pinout.png
(4 px per um) Pins as bars across the die edge, other pins in gray.
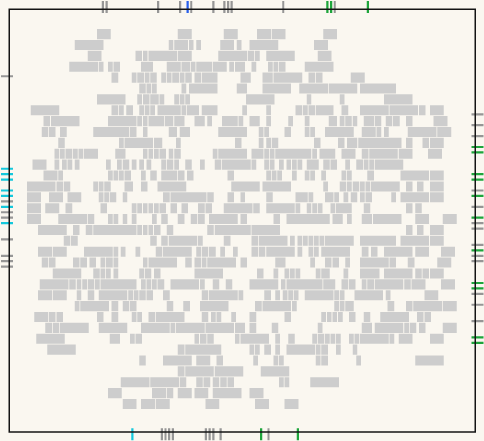
placed.png
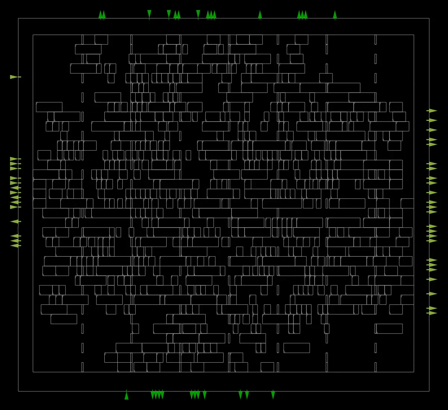
sizing.png
(4 px per um)
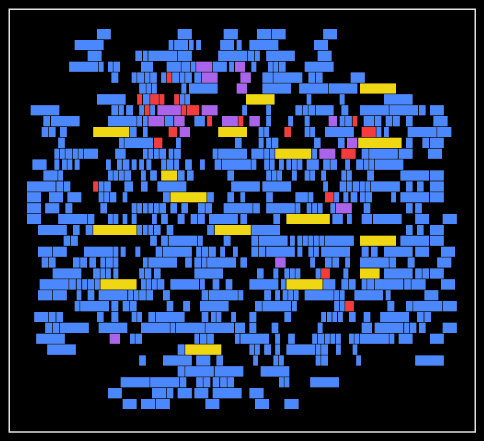
gates.png
(4 px per um)
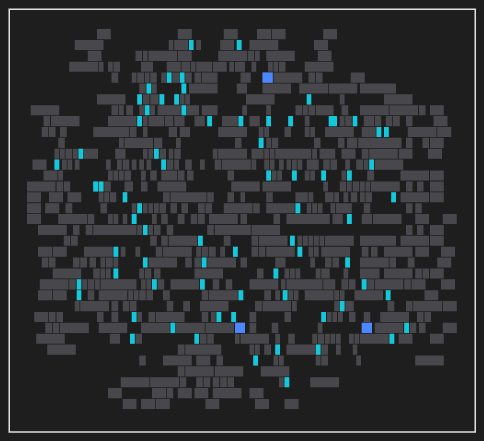
port_trees.png
(2 px per um)
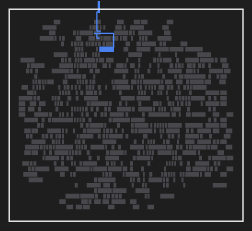
File: config.mk
export PLATFORM = sky130hd
export DESIGN_NAME = mem_loader
export DESIGN_NICKNAME = d
export VERILOG_FILES = /design/src/rtl/mem_loader_pkg.sv /design/src/rtl/mem_loader.sv
export SDC_FILE = /design/constraint.sdc
export NUM_CORES = 1
export LEC_CHECK = 0
export ABC_AREA = 1
export CELL_PAD_IN_SITES_DETAIL_PLACEMENT = 0
export CELL_PAD_IN_SITES_GLOBAL_PLACEMENT = 1
export CORE_ASPECT_RATIO = 0.9
export CORE_MARGIN = 4
export CORE_UTILIZATION = 38
export CTS_BUF_LIST = sky130_fd_sc_hd__clkbuf_8 sky130_fd_sc_hd__clkbuf_16
export CTS_CLUSTER_DIAMETER = 200
export DETAILED_ROUTE_END_ITERATION = 16
export GPL_TIMING_DRIVEN = 1
export HOLD_SLACK_MARGIN = 0.06
export PLACE_DENSITY = 0.85
export SLEW_MARGIN = 20
export SYNTH_ARGS = -nofsm -noshare
export SYNTH_HDL_FRONTEND = slang
export SYNTH_SLANG_ARGS = --single-unit
File: constraint.sdc
create_clock -name clk -period 2.03 [get_ports clk]
set_input_delay 0.203 -clock clk [delete_from_list [all_inputs] [get_ports clk]]
set_output_delay 0.203 -clock clk [all_outputs]
set_load 0.005 [all_outputs]
File: src/rtl/mem_loader_pkg.sv
// ============================================================================
// Module : mem_loader_pkg
// Brief  : Shared types and constants for the boot-time RAM image loader.
// Rev    : 1.0
// ============================================================================
`default_nettype none

package mem_loader_pkg;

    localparam int unsigned BYTE_W             = 8;
    localparam int unsigned WORD_W             = 16;
    localparam int unsigned DEFAULT_MEM_DEPTH  = 64;
    localparam int unsigned DEFAULT_ADDR_WIDTH = 16;

    typedef enum logic [3:0] {
        IDLE    = 4'd0,
        LEN_HI  = 4'd1,
        LEN_LO  = 4'd2,
        DATA_HI = 4'd3,
        DATA_LO = 4'd4,
        WRITE   = 4'd5,
        CHK     = 4'd6,
        DONE    = 4'd7,
        ERROR   = 4'd8
    } state_t;

endpackage : mem_loader_pkg

`default_nettype wire

File: src/rtl/mem_loader.sv
// ============================================================================
// Module : mem_loader
// Brief  : Receives a length-prefixed, XOR-checksummed byte frame and writes
//          its big-endian 16-bit words sequentially into RAM port A.
// Rev    : 1.0
// ============================================================================
`default_nettype none

module mem_loader
    import mem_loader_pkg::*;
#(
    parameter int unsigned           ADDR_WIDTH = DEFAULT_ADDR_WIDTH,
    parameter int unsigned           DATA_WIDTH = WORD_W,
    parameter int unsigned           MEM_DEPTH  = DEFAULT_MEM_DEPTH,
    parameter logic [ADDR_WIDTH-1:0] BASE_ADDR  = '0
) (
    input  logic                  clk,
    input  logic                  rst,
    input  logic                  start,
    input  logic [BYTE_W-1:0]     rx_data,
    input  logic                  rx_valid,
    output logic                  rx_ready,
    output logic                  mem_en,
    output logic                  mem_we,
    output logic [ADDR_WIDTH-1:0] mem_addr,
    output logic [DATA_WIDTH-1:0] mem_din,
    output logic                  busy,
    output logic                  done,
    output logic                  error,
    output logic [WORD_W-1:0]     words_written
);

    state_t                  r_state;
    logic                    r_rx_ready;
    logic                    r_mem_en;
    logic                    r_mem_we;
    logic [ADDR_WIDTH-1:0]   r_mem_addr;
    logic [DATA_WIDTH-1:0]   r_mem_din;
    logic                    r_busy;
    logic                    r_done;
    logic                    r_error;
    logic [WORD_W-1:0]       r_words_written;
    logic [WORD_W-1:0]       r_len;
    logic [BYTE_W-1:0]       r_hi;
    logic [BYTE_W-1:0]       r_acc;

    logic                    w_accept;
    logic [WORD_W-1:0]       w_len;
    logic                    w_len_too_big;

    always_comb begin
        w_accept      = rx_valid && r_rx_ready;
        w_len         = {r_hi, rx_data};
        w_len_too_big = 32'(w_len) > MEM_DEPTH;
    end

    always_ff @(posedge clk) begin
        if (rst) begin
            r_state         <= IDLE;
            r_rx_ready      <= 1'b0;
            r_mem_en        <= 1'b0;
            r_mem_we        <= 1'b0;
            r_mem_addr      <= BASE_ADDR;
            r_mem_din       <= '0;
            r_busy          <= 1'b0;
            r_done          <= 1'b0;
            r_error         <= 1'b0;
            r_words_written <= '0;
            r_len           <= '0;
            r_hi            <= '0;
            r_acc           <= '0;
        end else begin
            r_mem_en <= 1'b0;
            r_mem_we <= 1'b0;
            unique case (r_state)
                IDLE: begin
                    if (start) begin
                        r_done          <= 1'b0;
                        r_error         <= 1'b0;
                        r_words_written <= '0;
                        r_acc           <= '0;
                        r_busy          <= 1'b1;
                        r_rx_ready      <= 1'b1;
                        r_state         <= LEN_HI;
                    end
                end
                LEN_HI: begin
                    if (w_accept) begin
                        r_hi    <= rx_data;
                        r_acc   <= r_acc ^ rx_data;
                        r_state <= LEN_LO;
                    end
                end
                LEN_LO: begin
                    if (w_accept) begin
                        r_len <= w_len;
                        r_acc <= r_acc ^ rx_data;
                        if (w_len_too_big) begin
                            r_rx_ready <= 1'b0;
                            r_state    <= ERROR;
                        end else if (w_len == '0) begin
                            r_state <= CHK;
                        end else begin
                            r_state <= DATA_HI;
                        end
                    end
                end
                DATA_HI: begin
                    if (w_accept) begin
                        r_hi    <= rx_data;
                        r_acc   <= r_acc ^ rx_data;
                        r_state <= DATA_LO;
                    end
                end
                DATA_LO: begin
                    // Write is issued from registers so it lands exactly one cycle after the low byte.
                    if (w_accept) begin
                        r_acc           <= r_acc ^ rx_data;
                        r_mem_en        <= 1'b1;
                        r_mem_we        <= 1'b1;
                        r_mem_addr      <= BASE_ADDR + ADDR_WIDTH'(r_words_written);
                        r_mem_din       <= DATA_WIDTH'({r_hi, rx_data});
                        r_words_written <= r_words_written + 1'b1;
                        r_rx_ready      <= 1'b0;
                        r_state         <= WRITE;
                    end
                end
                WRITE: begin
                    r_rx_ready <= 1'b1;
                    r_state    <= (r_words_written == r_len) ? CHK : DATA_HI;
                end
                CHK: begin
                    if (w_accept) begin
                        r_rx_ready <= 1'b0;
                        r_state    <= (rx_data == r_acc) ? DONE : ERROR;
                    end
                end
                DONE: begin
                    r_done  <= 1'b1;
                    r_busy  <= 1'b0;
                    r_state <= IDLE;
                end
                ERROR: begin
                    r_error <= 1'b1;
                    r_busy  <= 1'b0;
                    r_state <= IDLE;
                end
                default: begin
                    r_rx_ready <= 1'b0;
                    r_busy     <= 1'b0;
                    r_state    <= IDLE;
                end
            endcase
        end
    end

    assign rx_ready      = r_rx_ready;
    assign mem_en        = r_mem_en;
    assign mem_we        = r_mem_we;
    assign mem_addr      = r_mem_addr;
    assign mem_din       = r_mem_din;
    assign busy          = r_busy;
    assign done          = r_done;
    assign error         = r_error;
    assign words_written = r_words_written;

endmodule : mem_loader

`default_nettype wire
==> notes.md <==
Summary of the current implementation state.

- The data required time of the critical path is 2.31 ns, for reference.
- Per the post-synthesis report, the nets total 574.
- The cell area that synthesis handed to floorplanning was 0.003998 sq mm.
- The clock network latency to the later pin of the worst-skew pair is 0.35 ns, for reference.
- The CTS clock-pin slew for the worst setup and hold paths is 0.07 ns, for reference.
- The area fraction of the largest cell type after synthesis is 0.4457.
- Among all cell types in the netlist, the one instantiated most often is sky130_fd_sc_hd__nand2_1.
- In this run, CTS created clock tree buffers numbering 9.
- The average via count per standard cell is 4.904, for reference.
- The final wirelength is 10.24 mm, for reference.
- The initial core utilization is 0.3901, for reference.
- The layout report lists the multi-input gate area as 0.001844 sq mm.
- The library cell with the largest summed area after synthesis is sky130_fd_sc_hd__dfxtp_1, for reference.
- The final timing report lists a hold violation count of 0.
- The arrival time of data at the worst endpoint is listed as 2.04 ns.
- The minimum period implied by the final worst setup slack is approximately 1.8 ns, for reference.
- Max-cap violations in this run came to 0.
- The clock group share of total power is 0.386, for reference.
- The sequential cell fraction of total power is 0.394, for reference.
- The maximum vdd ir drop is 0.4913 mV, for reference.
- Counting flops with a built-in enable in the synthesized netlist gives 0.
- The layout report lists the clock-cell share of area as 0.06860.
- The net switching power in the latest report is 0.001560 W.
- STA classifies the critical path startpoint as a flip-flop.
- The power dissipated in the clock network is 0.00196 W, for reference.
- The kind of critical path is reg -> reg, for reference.
- The class occupying the most area after layout is reported as combinational gates.
- Max-slew check failures listed in the final report amount to 0.
- Setup repair after global routing left no endpoint under its margin.
- The H-tree level count is 3, for reference.
- Across the routed clock network, the largest skew measured is 0.006063 ns.
- For reference, the post-synthesis area per instance comes to between 7 and 8 sq um.
- The number of clock sinks is 89, for reference.
- The routed design shows a wire length per standard cell of 13.47 um.
- After synthesis, the most frequently instantiated cells are sky130_fd_sc_hd__nand2_1, sky130_fd_sc_hd__dfxtp_1, sky130_fd_sc_hd__a21oi_1.
- Of the available clock period, the critical path in the final layout requires 0.8693.
- Registers represent a cell area share of 0.3464.
- The commonest register cell is sky130_fd_sc_hd__dfxtp_1.
- The wire-length estimate of the detail-placed layout is 7.684 mm.
- In this run the tools logged warnings totalling 26.
- The antenna diode instance count is 0, for reference.
- The sequential fraction of the synthesis area is 0.4457, for reference.
- The initial antenna violation count is 0, for reference.
- The run finished with clean final reports.
- The distinct cell type count after synthesis is 36, for reference.
- Global routing finished with a remaining overflow of 0.
- Headroom to the max-slew limit came out at 0.6474.
- The cell-internal power is about 0.0035 W, for reference.
- The power per cell area is between 900 and 1000 mW/mm^2, for reference.
- The clock root buffer is sky130_fd_sc_hd__clkbuf_16, for reference.
- In the final report, the number of endpoints failing setup comes to 0.
- After floorplanning, the die was sized to cover between 0.01 and 0.015 sq mm.
- In this run the post-CTS setup repair buffer count came out at 0.
- The area recorded from the Yosys report for this design is ~0.0040 sq mm.
- The worst min-delay path category is reg -> reg, for reference.
- The proportion of synthesized flip-flops having asynchronous set or reset is 0, for reference.
- The pre-antenna-repair detailed-routing pass consisted of 5 iterations.
- The total of cells resized after clock tree synthesis is 0, for reference.
- TritonCTS built the clock tree.
- The area of the core is 0.01025 sq mm, for reference.
- The number of multi-input logic gates is 380, for reference.
- The synthesized design contains 89 register bits.
- In this build the clock could be raised as far as ~0.57 GHz.
Notes on pinout.png above:
legend:
  blue:
    port: `busy`
    pins: 1
    direction: output
    edge: north
  green:
    port: `words_written`
    pins: 16
    direction: output
    edge: 11 east, 3 north, 2 south
  cyan:
    port: `rx_data`
    pins: 8
    direction: input
    edge: 7 west, 1 south
all pins by edge: 24 east, 15 north, 15 west, 12 south
number of buffers added on ports: 65
DIE HEIGHT: 105.3 um
chip width: 116.1 um

Notes on placed.png above:
fin util: 0.5020
Tapcells: 129
post-route non-filler standard cell count: 760

Notes on sizing.png above:
legend:
  red:
    size: x2
    cells: 20
    share: 3.2%
  purple:
    size: x3 and x4
    cells: 18
    share: 2.9%
  yellow:
    size: x6 and larger
    cells: 16
    share: 2.5%
  blue:
    size: x1 and smaller
    cells: 577
    share: 91%
Final Cell Area: 0.005144 sq mm
layout buffer count excluding clock buffers: 74
layout-stage area growth over the synthesis result: 28.67%
Final Worst Setup Slack: 0.2652 ns

Notes on gates.png above:
legend:
  cyan:
    family: inv cells
    cells: 72
  blue:
    family: non-inverting ao/oa cells
    cells: 3
multi-input gate share of total cell area: 0.3586
most common library cell in the layout ignoring fill and taps: sky130_fd_sc_hd__nand2_1

Notes on port_trees.png above:
legend:
  blue:
    port: `busy`
    direction: output
    edge: north
    end_cells: 1
    buffers: 1
    wire: 33.7 um
num ports: 66

==> layout by cell type (no fill, tap or decap), types with 2 or more instances in the layout <==
cell type and count:
sky130_fd_sc_hd__nand2_1 122, sky130_fd_sc_hd__inv_2 10, sky130_fd_sc_hd__nand2_4 2, sky130_fd_sc_hd__clkdlybuf4s50_1 65, sky130_fd_sc_hd__a21oi_1 78, sky130_fd_sc_hd__nor2_2 3
sky130_fd_sc_hd__bufinv_16 3, sky130_fd_sc_hd__nor3_1 5, sky130_fd_sc_hd__nor2_1 37, sky130_fd_sc_hd__xor2_1 3, sky130_fd_sc_hd__o21a_1 3, sky130_fd_sc_hd__nand2_2 3
sky130_fd_sc_hd__a31oi_1 2, sky130_fd_sc_hd__nor3b_1 2, sky130_fd_sc_hd__o21ai_1 14, sky130_fd_sc_hd__nand3_1 29, sky130_fd_sc_hd__nor2_4 5, sky130_fd_sc_hd__clkbuf_16 9
sky130_fd_sc_hd__dfxtp_1 89, sky130_fd_sc_hd__inv_1 60, sky130_fd_sc_hd__o21ai_0 60, sky130_fd_sc_hd__buf_4 8
==> cells by family (layout without fill, tap and decap cells) <==
| family | Yosys count | in the layout | synth area share |
|---|---|---|---|
| buffers and inverters | 92 | 162 | 0.09359 |
| flip-flops | 89 | 89 | 0.4457 |
| AND/OR/NAND/NOR | 214 | 214 | 0.2416 |
| AND-OR/OR-AND | 162 | 162 | 0.2094 |
| adder cells (fa/ha/maj) | 1 | 1 | 0.003129 |
| XOR/XNOR | 3 | 3 | 0.006574 |
==> final timing paths <==
kind / slack, ns / from / endpoint / cells after the start
min: 0.47 / mem_addr[1] / mem_addr[1] / 2
max: 0.27 / r_state[0] / words_written[11] / 8
max reg2reg: 0.27 / r_state[0] / words_written[11] / 8
min reg2reg: 0.47 / mem_addr[1] / mem_addr[1] / 2
==> critical path, cell delays in order (launching register included) <==
cell                        delay (ns)
sky130_fd_sc_hd__dfxtp_1          0.56
sky130_fd_sc_hd__nor2_4           0.07
sky130_fd_sc_hd__inv_2            0.14
sky130_fd_sc_hd__nor2_4           0.06
sky130_fd_sc_hd__nand2_4          0.11
sky130_fd_sc_hd__nand2_1          0.23
sky130_fd_sc_hd__inv_2            0.23
sky130_fd_sc_hd__o21ai_0          0.15
sky130_fd_sc_hd__a2bb2oi_1        0.15
==> routing by layer <==
| layer | global-route usage | up-vias | share of wire |
|---|---|---|---|
| li1 | - | 1972 | - |
| met1 | 0.2457 | 1657 | 0.50 |
| met2 | 0.2621 | 82 | 0.44 |
| met3 | 0.05166 | 16 | 0.051 |
| met4 | 0.05468 | 0 | 0.015 |
| met5 | 0 | - | 0 |
==> metrics by stage <==
| step | power (W) | utilization | hold WS [ns] | std cells | setup TNS (ns) |
|---|---|---|---|---|---|
| 6_report | 0.005075 | 0.5020 | 0.4681 | 760 | 0 |
| 5_1_grt | 0.005362 | 0.5020 | 0.4992 | 760 | 0 |
| 4_1_cts | 0.005113 | 0.5017 | 0.4717 | 760 | 0 |
| 3_5_place_dp | 0.003147 | 0.4673 | 0.4616 | 744 | 0 |
| 3_3_place_gp | 0.003138 | 0.4673 | 0.4568 | 744 | -0.06569 |
| 2_1_floorplan | 0.002839 | - | 0.2721 | 561 | 0 |
Power and IR drop assume default switching activity.
